--- config.mk ---
export PLATFORM = sky130hd
export DESIGN_NAME = fetch_queue
export DESIGN_NICKNAME = d
export VERILOG_FILES = /design/src/rtl/fetch_queue.sv
export SDC_FILE = /design/constraint.sdc
export NUM_CORES = 1
export LEC_CHECK = 0
export CAP_MARGIN = 20
export CORE_UTILIZATION = 40
export CTS_CLUSTER_DIAMETER = 80
export DETAILED_ROUTE_END_ITERATION = 16
export HOLD_SLACK_MARGIN = 0.08
export PLACE_DENSITY_LB_ADDON = 0.25
export SLEW_MARGIN = 10
export SYNTH_ARGS = -nofsm -noshare
export SYNTH_HDL_FRONTEND = slang
export SYNTH_SLANG_ARGS = --single-unit
--- constraint.sdc ---
create_clock -name clock -period 6.1 [get_ports clock]
set_input_delay 0.61 -clock clock [delete_from_list [all_inputs] [get_ports clock]]
set_output_delay 0.61 -clock clock [all_outputs]
set_load 0.005 [all_outputs]
--- src/rtl/fetch_queue.sv ---
// Fetch stage owning the PC: issues one read per cycle, queues returned words with their PCs.
// Optional performance counters are enabled with `define FETCH_PERF_COUNT_EN.
module fetch_queue #(
    parameter int PC_WIDTH          = 32,
    parameter int INSTRUCTION_WIDTH = 32,
    parameter int QUEUE_DEPTH       = 4,
    parameter logic [PC_WIDTH-1:0] RESET_PC = '0
) (
    input  logic                         clock,
    input  logic                         reset,
    input  logic                         enable,
    input  logic                         PCSelector,
    input  logic [PC_WIDTH-1:0]          NewPC,
    output logic                         imem_req,
    output logic [PC_WIDTH-1:0]          imem_addr,
    input  logic [INSTRUCTION_WIDTH-1:0] imem_data,
    output logic [INSTRUCTION_WIDTH-1:0] instruction,
    output logic [PC_WIDTH-1:0]          instruction_pc,
    output logic                         instruction_valid,
    input  logic                         instruction_ready,
    output logic [$clog2(QUEUE_DEPTH):0] queue_count
`ifdef FETCH_PERF_COUNT_EN
    ,
    output logic [31:0]                  stall_cycles,
    output logic [31:0]                  redirect_count
`endif
);

    localparam int PTR_W = $clog2(QUEUE_DEPTH);
    localparam int CNT_W = PTR_W + 1;
    localparam logic [CNT_W-1:0] DEPTH = CNT_W'(QUEUE_DEPTH);

    logic [PC_WIDTH-1:0]          fetch_pc;
    logic                         inflight;
    logic [PC_WIDTH-1:0]          inflight_pc;
    logic [INSTRUCTION_WIDTH-1:0] word_mem [QUEUE_DEPTH];
    logic [PC_WIDTH-1:0]          pc_mem   [QUEUE_DEPTH];
    logic [PTR_W-1:0]             rd_ptr;
    logic [PTR_W-1:0]             wr_ptr;
    logic [CNT_W-1:0]             count;

    logic             redirect;
    logic             push;
    logic             pop;
    logic [CNT_W-1:0] occupancy;

    // Handshake: the head entry transfers to decode in any cycle where
    // enable, instruction_valid and instruction_ready are all high and no
    // redirect is taken; valid never depends on ready.
    always_comb begin
        redirect  = enable & PCSelector;
        occupancy = count + CNT_W'(inflight);
        // Counting the in-flight read reserves its slot, so a return can never overflow.
        imem_req  = ~reset & enable & ~PCSelector & (occupancy < DEPTH);
        push      = inflight & ~redirect;
        pop       = enable & instruction_valid & instruction_ready & ~redirect;
    end

    assign imem_addr         = fetch_pc;
    assign instruction       = word_mem[rd_ptr];
    assign instruction_pc    = pc_mem[rd_ptr];
    assign instruction_valid = (count != '0);
    assign queue_count       = count;

    always_ff @(posedge clock) begin
        if (reset) begin
            fetch_pc    <= RESET_PC;
            inflight    <= 1'b0;
            inflight_pc <= '0;
        end else begin
            inflight <= imem_req;
            if (imem_req) begin
                inflight_pc <= fetch_pc;
                fetch_pc    <= fetch_pc + PC_WIDTH'(1);
            end else if (redirect) begin
                fetch_pc <= NewPC;
            end
        end
    end

    always_ff @(posedge clock) begin
        if (reset) begin
            for (int i = 0; i < QUEUE_DEPTH; i++) begin
                word_mem[i] <= '0;
                pc_mem[i]   <= '0;
            end
            rd_ptr <= '0;
            wr_ptr <= '0;
            count  <= '0;
        end else if (redirect) begin
            rd_ptr <= '0;
            wr_ptr <= '0;
            count  <= '0;
        end else begin
            if (push) begin
                word_mem[wr_ptr] <= imem_data;
                pc_mem[wr_ptr]   <= inflight_pc;
                wr_ptr           <= wr_ptr + PTR_W'(1);
            end
            if (pop) begin
                rd_ptr <= rd_ptr + PTR_W'(1);
            end
            count <= count + CNT_W'(push) - CNT_W'(pop);
        end
    end

`ifdef FETCH_PERF_COUNT_EN
    always_ff @(posedge clock) begin
        if (reset) begin
            stall_cycles   <= '0;
            redirect_count <= '0;
        end else begin
            if (enable && instruction_valid && !instruction_ready && (stall_cycles != '1)) begin
                stall_cycles <= stall_cycles + 32'd1;
            end
            if (redirect && (redirect_count != '1)) begin
                redirect_count <= redirect_count + 32'd1;
            end
        end
    end
`endif

endmodule

Run 1, placed standard cells:
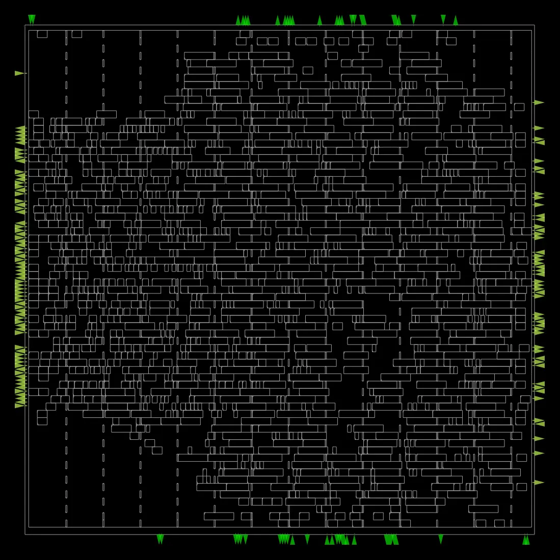
core footprint: 34600 sq um
flip-flops: 330
# fillers: 3054
fin cells: 1744

Run 1, routed metal per tile:
Scale bar: 50 um. The die is cut into 38 by 38 equal tiles; dark purple is low, yellow is high, scaled to the fullest tile. Values are wire area over tile area, all layers added.
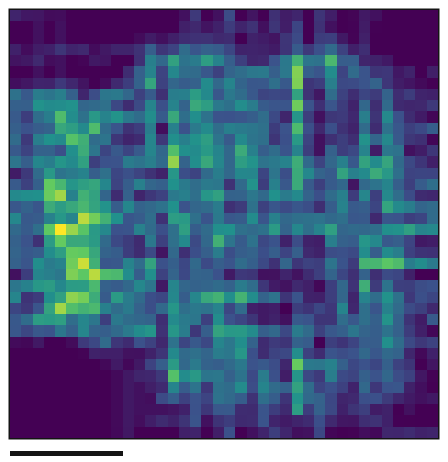
fullest tile = 0.55
emptiest ninth of the die = lower left
tiles over half the peak = 10%
routed len/inst: 18.8 um
DR vias: 9129
DRT Wirelength: 32700 um
Overall Global Routing Usage: 18.4%

Run 1, the metal 4 layer:
Scale bar: 50 um. Supply wires on this layer in grey.
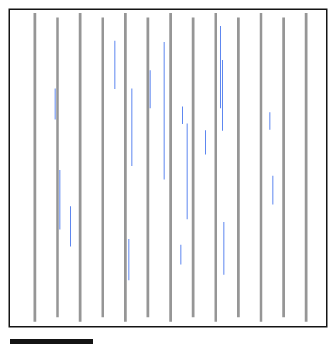
longest straight run = 82.3 um
main direction = vertical
nets with wire on the layer = 8
share of all routed wire = 1.6%
wire length on this layer = 524 um

run 1: area by class of cell:
| class | count | area (sq um) | area share, % |
|---|---|---|---|
| clock inverter | 10 | 121 | 0.696 |
| multi-input combinational | 645 | 4450 | 25.5 |
| clock buffer | 52 | 1060 | 6.06 |
| timing repair buffer | 182 | 1800 | 10.3 |
| tap | 455 | 569 | 3.27 |
| sequential | 330 | 9180 | 52.6 |
| inverter | 70 | 263 | 1.51 |
run 1: critical path, stage by stage, from the launching register on:
cell,delay (ns)
dfxtp_4,0.93
buf_4,0.57
mux4_2,0.63
clkdlybuf4s50_1,0.48
run 1: per-layer routing:
metal / GRT usage [%] / routed length, um
met1: 25.9 / 14800
met2: 29.9 / 15400
met3: 2.80 / 2050
met4: 4.31 / 524
met5: 0 / 0
run 1: power by group through the flow:
stage                     Combinational, mW  Clock (mW)  Sequential (mW)
after global placement                0.337           0             2.61
after global routing                  0.360        2.27             2.57
after floorplan                       0.148           0             2.59
after CTS                             0.340        2.19             2.56
final                                 0.333        2.15             2.56
after detailed placement              0.338           0             2.61
run 1: registers in the layout, summed over array words and instances, names as in the netlist, named ones only:
signal	count
imem_addr	32
inflight	1
inflight_pc	32
pc_mem	128
queue_count	3
rd_ptr	2
word_mem	128
wr_ptr	2
run 1: worst min-delay path by stage:
stage / endpoint / slack (ns) / cells after the start
global placement: inflight_pc[12] / 0.46 / 2
finish: inflight_pc[14] / 0.46 / 2
CTS: inflight_pc[12] / 0.47 / 2
floorplan: inflight_pc[10] / 0.44 / 2
global route: inflight_pc[12] / 0.48 / 2
detailed placement: inflight_pc[12] / 0.46 / 2
run 1: cell usage after synthesis, types with 7 or more instances:
cell	instances
a21oi_1	38
a31oi_1	19
and2_1	52
and3_1	11
buf_1	7
buf_2	7
clkbuf_1	53
dfxtp_1	74
edfxtp_1	256
inv_1	70
mux4_2	64
nand2_1	159
nand3_1	18
nand4_1	9
nor2_1	162
o211ai_1	11
or3_1	10
xnor2_1	11
xor2_1	7
run 1: metrics by stage:
step | power [mW] | std cells | instance area, sq um | hold slack [ns]
floorplan | 2.74 | 1114 | 14100 | 0.437
global placement | 2.95 | 1681 | 16200 | 0.456
detailed placement | 2.95 | 1681 | 16200 | 0.458
CTS | 5.09 | 1743 | 17400 | 0.467
global route | 5.20 | 1744 | 17400 | 0.478
finish | 5.05 | 1744 | 17400 | 0.465
run 1: cells by family after synthesis:
logic type	Yosys count	share of synthesized area, %
and+or+nand+nor	455	14.6
buffers and inverters	139	3.78
adders and majority gates	4	0.409
AOI/OAI and AO/OA	103	4.73
DFF	330	65.1
xor gates and xnor gates	18	1.12
muxes	65	10.3
==> ci_impl_report.md, run 1 <==
### Metrics collected by this job

| Metric | Value |
|---|---|
| Nets | 1337 |
| Setup Buffers After CTS | 0 |
| Initial antenna violation count | 0 |
| Clk root buf | clkbuf_16 |
| Final Max-Slew Violation Tally | 0 |
| Reg2reg setup slack | 3.05 ns |
| Most frequent cells in the layout | edfxtp_1 (256), clkdlybuf4s50_1 (168), nor2_1 (161), nand2_1 (158), dfxtp_1 (72) |
| Clock sinks | 330 |
| CTS tree | yes |
| Log Warnings | 26 |
| Max IR drop VDD | 148 uV |
| Hold buffer count at cts | 0 |
| Startpoint Class | flop |
| Area Overhead vs Synth | 23.7% |
| Seq cells post-synth | 330 |
| Capture point of the worst path | instruction_pc[17] |
| Net switching power | 1.05 mW |
| Final hold violation count | 0 |
| Initial DRC count | 623 |
| Pin count of the biggest net entering global routing | 69 |
| Largest fanout on the critical path | 42 |
| Power per cell area | 290 nW/um^2 |
| Share of post-route cells with drive strength above 1 | 11.5% |
| Switching share of total power | 20.8% |
| Top cells by area | edfxtp_1 (55%), dfxtp_1 (11%), mux4_2 (10%), nor2_1 (4.3%), nand2_1 (4.2%) |
| Total CTS buffers | 35 |
| Vias in the first global route | 9146 |
| Area leader share | 54.6% |
| Worst r2r path cells | 7 |
| Via density | 5.23 |
| Relative slew slack | 31.2% |
| Worst Tran Pin Value | 1.03 ns |
| Finish-stage setup viols | 0 |
| PostCTS Resize Cnt | 0 |
| Hold WC Path Type | flop to flop |
| Critical path endpoint category | output pin |
| Worst Slack Setup Final | 2.35 ns |
| Sequential area share after synthesis | 65.1% |
| Clk latency late pin | 0.51 ns |
| Nets at Floorplan | 1187 |
| Synth area leader | edfxtp_1 |
| Yosys warns | 0 |
| HP Start | inflight_pc[14] |
| Die Ht | 190 um |
| Worst path required time | 5.49 ns |
| Fmax | 266 MHz |
| Ys flop type | edfxtp_1 |
| DRC | 0 |
| RSZ-0062 raised after global routing | no |
| Worst Skew | 0.0167 ns |
| Chip Area | 36000 sq um |
| Comb pwr share | 6.6% |
| Setup TNS Final | 0 ns |
| Die Width | 190 um |
| Min cycle time layout | 3.75 ns |
| First-pass iteration count of the detailed router | 4 |
| Port Buf Inserts | 169 |
| Worst slack, placed | 2.47 ns |
| R2r endpoint | imem_addr[0] |
| Unique cell types | 50 |
| Yosys cell count | 1114 |
| Crit path DAT | 3.14 ns |
| Crit path kind | flop to output pin |
| Clock power frac | 42.7% |
| Yosys Chip Area | 14100 sq um |
| Post-synth EDFFs | 256 |
| Post-synth ARST share | 0% |
| Syn Inst Count | 1114 |
| Mapped Avg Cell Area | 12.6 sq um |
| Final Util | 50.3% |
| Dominant logic cell type in the layout | edfxtp_1 |
| Post-DP HPWL | 19000 um |
| Total gr overflow | 0 |
| Ports | 170 |
| Routability congestion estimate | 0.830 |
| Max-cap violations | 0 |
| First-pass GRT wire length | 51100 um |
| Init Core Util | 40.7% |
| Final Cycle Share | 61.6% |
| Reg-to-Reg Start | inflight |
| Leak | 6.39 nW |
| Worst-path clk slew | 0.06 ns |
| Outcome | finished clean |
| Deepest clock path buffer count | 3 |
| Share of total power in sequential cells | 50.7% |
| Post-Syn Area | 14100 sq um |
| Final ANT Viol Nets | 0 |
| Internal power | 4.00 mW |
| # rows | 68 |
| # diodes | 0 |
| CTS H-tree lvls | 2 |
Run 1, clock wires, drivers and flops:
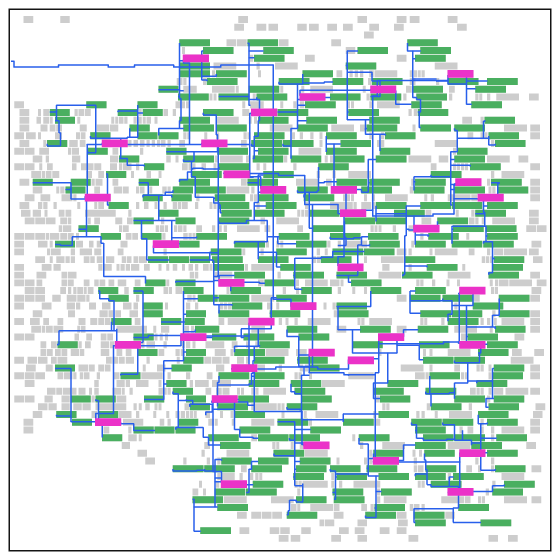

## Run 2: what changed since run 1
Clock period 6.1 ns to 3.7 ns, I/O delays scaled along.
Run 2, clock wires, drivers and flops:
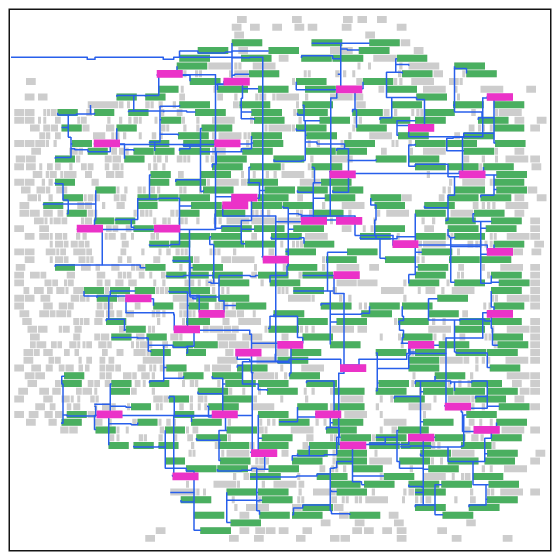
magenta -> clock drivers  # count 36
blue -> clock wires  # length 3860 um
green -> flip-flops  # count 330
routed clock nets = 37
clk latency late pin: 0.50 ns
P_clk: 3.51 mW
Clock power frac: 42.3%

Run 2, sequential cells grouped by signal name:
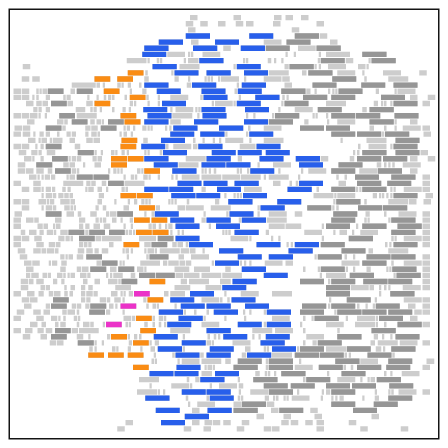
orange -> inflight_pc  # placed flops 32
magenta -> queue_count  # placed flops 3
blue -> pc_mem  # placed flops 128
not coloured = 167
Reg area: 9180 sq um
flop share of the area: 52.3%
Final Util: 50.7%
Power Sequential: 4.23 mW

==> run 2 against run 1 <==
Effect of this change: worst setup slack worse by 1.5 ns; critical path depth is 2 higher; register-to-register slack worse by 1.7 ns; synthesized cell count stayed put; combinational power is 68% higher; utilization is 0.35 points higher; largest cell class unchanged.
==> ci_impl_report.md, run 2 <==
### Metrics collected by this job

| Metric | Value |
|---|---|
| Outcome | finished clean (unchanged) |
| CTS tree | yes (unchanged) |
| Hold slack | 0.315 ns (was 0.465 ns) |
| Final Cycle Share | 78.5% |
| First-pass iteration count of the detailed router | 4 (unchanged) |
| Finish-stage setup viols | 0 (unchanged) |
| Init Core Util | 40.7% (unchanged) |
| RSZ-0062 raised after global routing | no (unchanged) |
| Max IR drop VDD | 277 uV (was 148 uV) |
| Fin cells | 1752 (was 1744) |
| Largest regs | pc_mem: 128 flops, word_mem: 128 flops (unchanged) |
| Startpoint Class | flop (unchanged) |
| Clk root buf | clkbuf_16 (unchanged) |
| Hold buffer count at cts | 0 (unchanged) |
| Ports | 170 (unchanged) |
| Syn Inst Count | 1114 (unchanged) |
| Initial antenna violation count | 0 (unchanged) |
| # rows | 68 (unchanged) |
| First-pass GRT wire length | 52400 um (was 51100 um) |
| Chip Area | 36000 sq um (unchanged) |
| Pin count of the biggest net entering global routing | 65 (was 69) |
| # diodes | 0 (unchanged) |
| Top cells by area | edfxtp_1 (55%), dfxtp_1 (11%), mux4_2 (10%), nor2_1 (4.3%), nand2_1 (4.2%) (unchanged) |
| Yosys top cell by instances | edfxtp_1 (unchanged) |
| Area Overhead vs Synth | 24.6% (was 23.7%) |
| Placed cell count | 1690 (was 1681) |
| Leak | 6.43 nW (was 6.39 nW) |
| Comb pwr share | 6.8% (was 6.6%) |
| Worst Tran Pin Value | 0.902 ns (was 1.03 ns) |
| Largest fanout on the critical path | 8 (was 42) |
| Pwr Total | 8.30 mW (was 5.05 mW) |
| Die Ht | 190 um (unchanged) |
| Port Buf Inserts | 169 (unchanged) |
| Via density | 5.17 (was 5.23) |
| Yosys cell count | 1114 (unchanged) |
| Max-cap violations | 0 (unchanged) |
| Final hold violation count | 0 (unchanged) |
| Setup TNS Final | 0 ns (unchanged) |
| Core footprint | 34600 sq um (unchanged) |
| Overall Global Routing Usage | 18.9% (was 18.4%) |
| Dominant logic cell type in the layout | edfxtp_1 (unchanged) |
| Nets at Floorplan | 1187 (unchanged) |
| Final Max-Slew Violation Tally | 0 (unchanged) |
| Switching share of total power | 21.0% (was 20.8%) |
| Yosys warns | 0 (unchanged) |
| Critical path endpoint category | output pin (unchanged) |
| Initial DRC count | 653 (was 623) |
| DRT Wirelength | 33300 um (was 32700 um) |
| Post-DP HPWL | 20200 um (was 19000 um) |
| Area leader share | 54.6% (unchanged) |
| Synth area leader | edfxtp_1 (unchanged) |
| Sequential area share after synthesis | 65.1% (unchanged) |
| Share of total power in sequential cells | 51.0% (was 50.7%) |
| Setup Buffers After CTS | 0 (unchanged) |
| Net switching power | 1.74 mW (was 1.05 mW) |
| Vias in the first global route | 9200 (was 9146) |
| Post-Syn Area | 14100 sq um (unchanged) |
| Mapped Avg Cell Area | 12.6 sq um (unchanged) |
| Routed len/inst | 19.0 um (was 18.8 um) |
| PostCTS Resize Cnt | 0 (unchanged) |
| Post-synth ARST share | 0% (unchanged) |
| Final ANT Viol Nets | 0 (unchanged) |
| Internal power | 6.55 mW (was 4.00 mW) |
| Synth cell count leaders | edfxtp_1 (256), nor2_1 (162), nand2_1 (159), dfxtp_1 (74), inv_1 (70) (unchanged) |
| Worst-path clk slew | 0.06 ns (about the same) |
| DRC | 0 (unchanged) |
| Crit path DAT | 2.53 ns (was 3.14 ns) |
| Die Width | 190 um (unchanged) |
| Unique cell types | 50 (unchanged) |
| Routability congestion estimate | 0.848 (was 0.830) |
| Log Warnings | 26 (unchanged) |
| Min cycle time layout | 2.90 ns |
==> run 2: worst paths after layout <==
check             startpoint         endpoint  slack [ns]  cells after the start
max                 inflight         imem_req        0.80                      5
min                    reset    imem_addr[13]        0.31                      2
max reg2reg         inflight     imem_addr[0]        1.30                      7
min reg2reg  inflight_pc[19]  inflight_pc[19]        0.47                      2
==> run 2: cells by family (layout without fill, tap and decap cells) <==
| group | Yosys count | after routing | synth area share, % |
|---|---|---|---|
| fa+ha+maj | 4 | 4 | 0.409 |
| xor+xnor | 18 | 18 | 1.12 |
| buf+inv | 139 | 322 | 3.78 |
| mux | 65 | 65 | 10.3 |
| simple gates | 455 | 455 | 14.6 |
| compound gates | 103 | 103 | 4.73 |
| flops | 330 | 330 | 65.1 |
==> run 2: layout make-up <==
| type | instances | area (sq um) |
|---|---|---|
| Inverter | 70 | 263 |
| Clock buffer | 50 | 1060 |
| Tap cell | 455 | 569 |
| Timing Repair Buffer | 190 | 1930 |
| Sequential cell | 330 | 9180 |
| Fill cell | 3024 | 17100 |
| Multi-Input combinational cell | 645 | 4450 |
| Clock inverter | 12 | 109 |
==> run 2: power by group through the flow <==
stage	logic, mW	clock network (mW)	registers (mW)
2_1_floorplan	0.244	0	4.27
3_3_place_gp	0.567	0	4.30
3_5_place_dp	0.568	0	4.30
4_1_cts	0.571	3.58	4.23
5_1_grt	0.605	3.72	4.24
6_report	0.561	3.51	4.23
==> run 2: worst max-delay path, stage by stage, from the launching register on <==
cell	delay [ns]
dfxtp_1	0.45
nand3_1	0.12
xor2_1	0.58
nand2_2	0.23
inv_1	0.12
clkdlybuf4s50_1	0.53
==> run 2: metal layers <==
metal  wire length, um  share of wire, %  GRT usage, %
met1             15200                46          26.8
met2             15600                47          30.7
met3              2040               6.1          3.14
met4               432               1.3          3.72
met5                 0                 0             0
==> run 2: stage by stage <==
step / worst slack (ns) / cell area (sq um)
2_1_floorplan: 0.726 / 14100
3_3_place_gp: 0.826 / 16400
3_5_place_dp: 0.774 / 16400
4_1_cts: 0.723 / 17600
5_1_grt: 0.606 / 17600
6_report: 0.795 / 17600
Power and IR drop assume default switching activity.
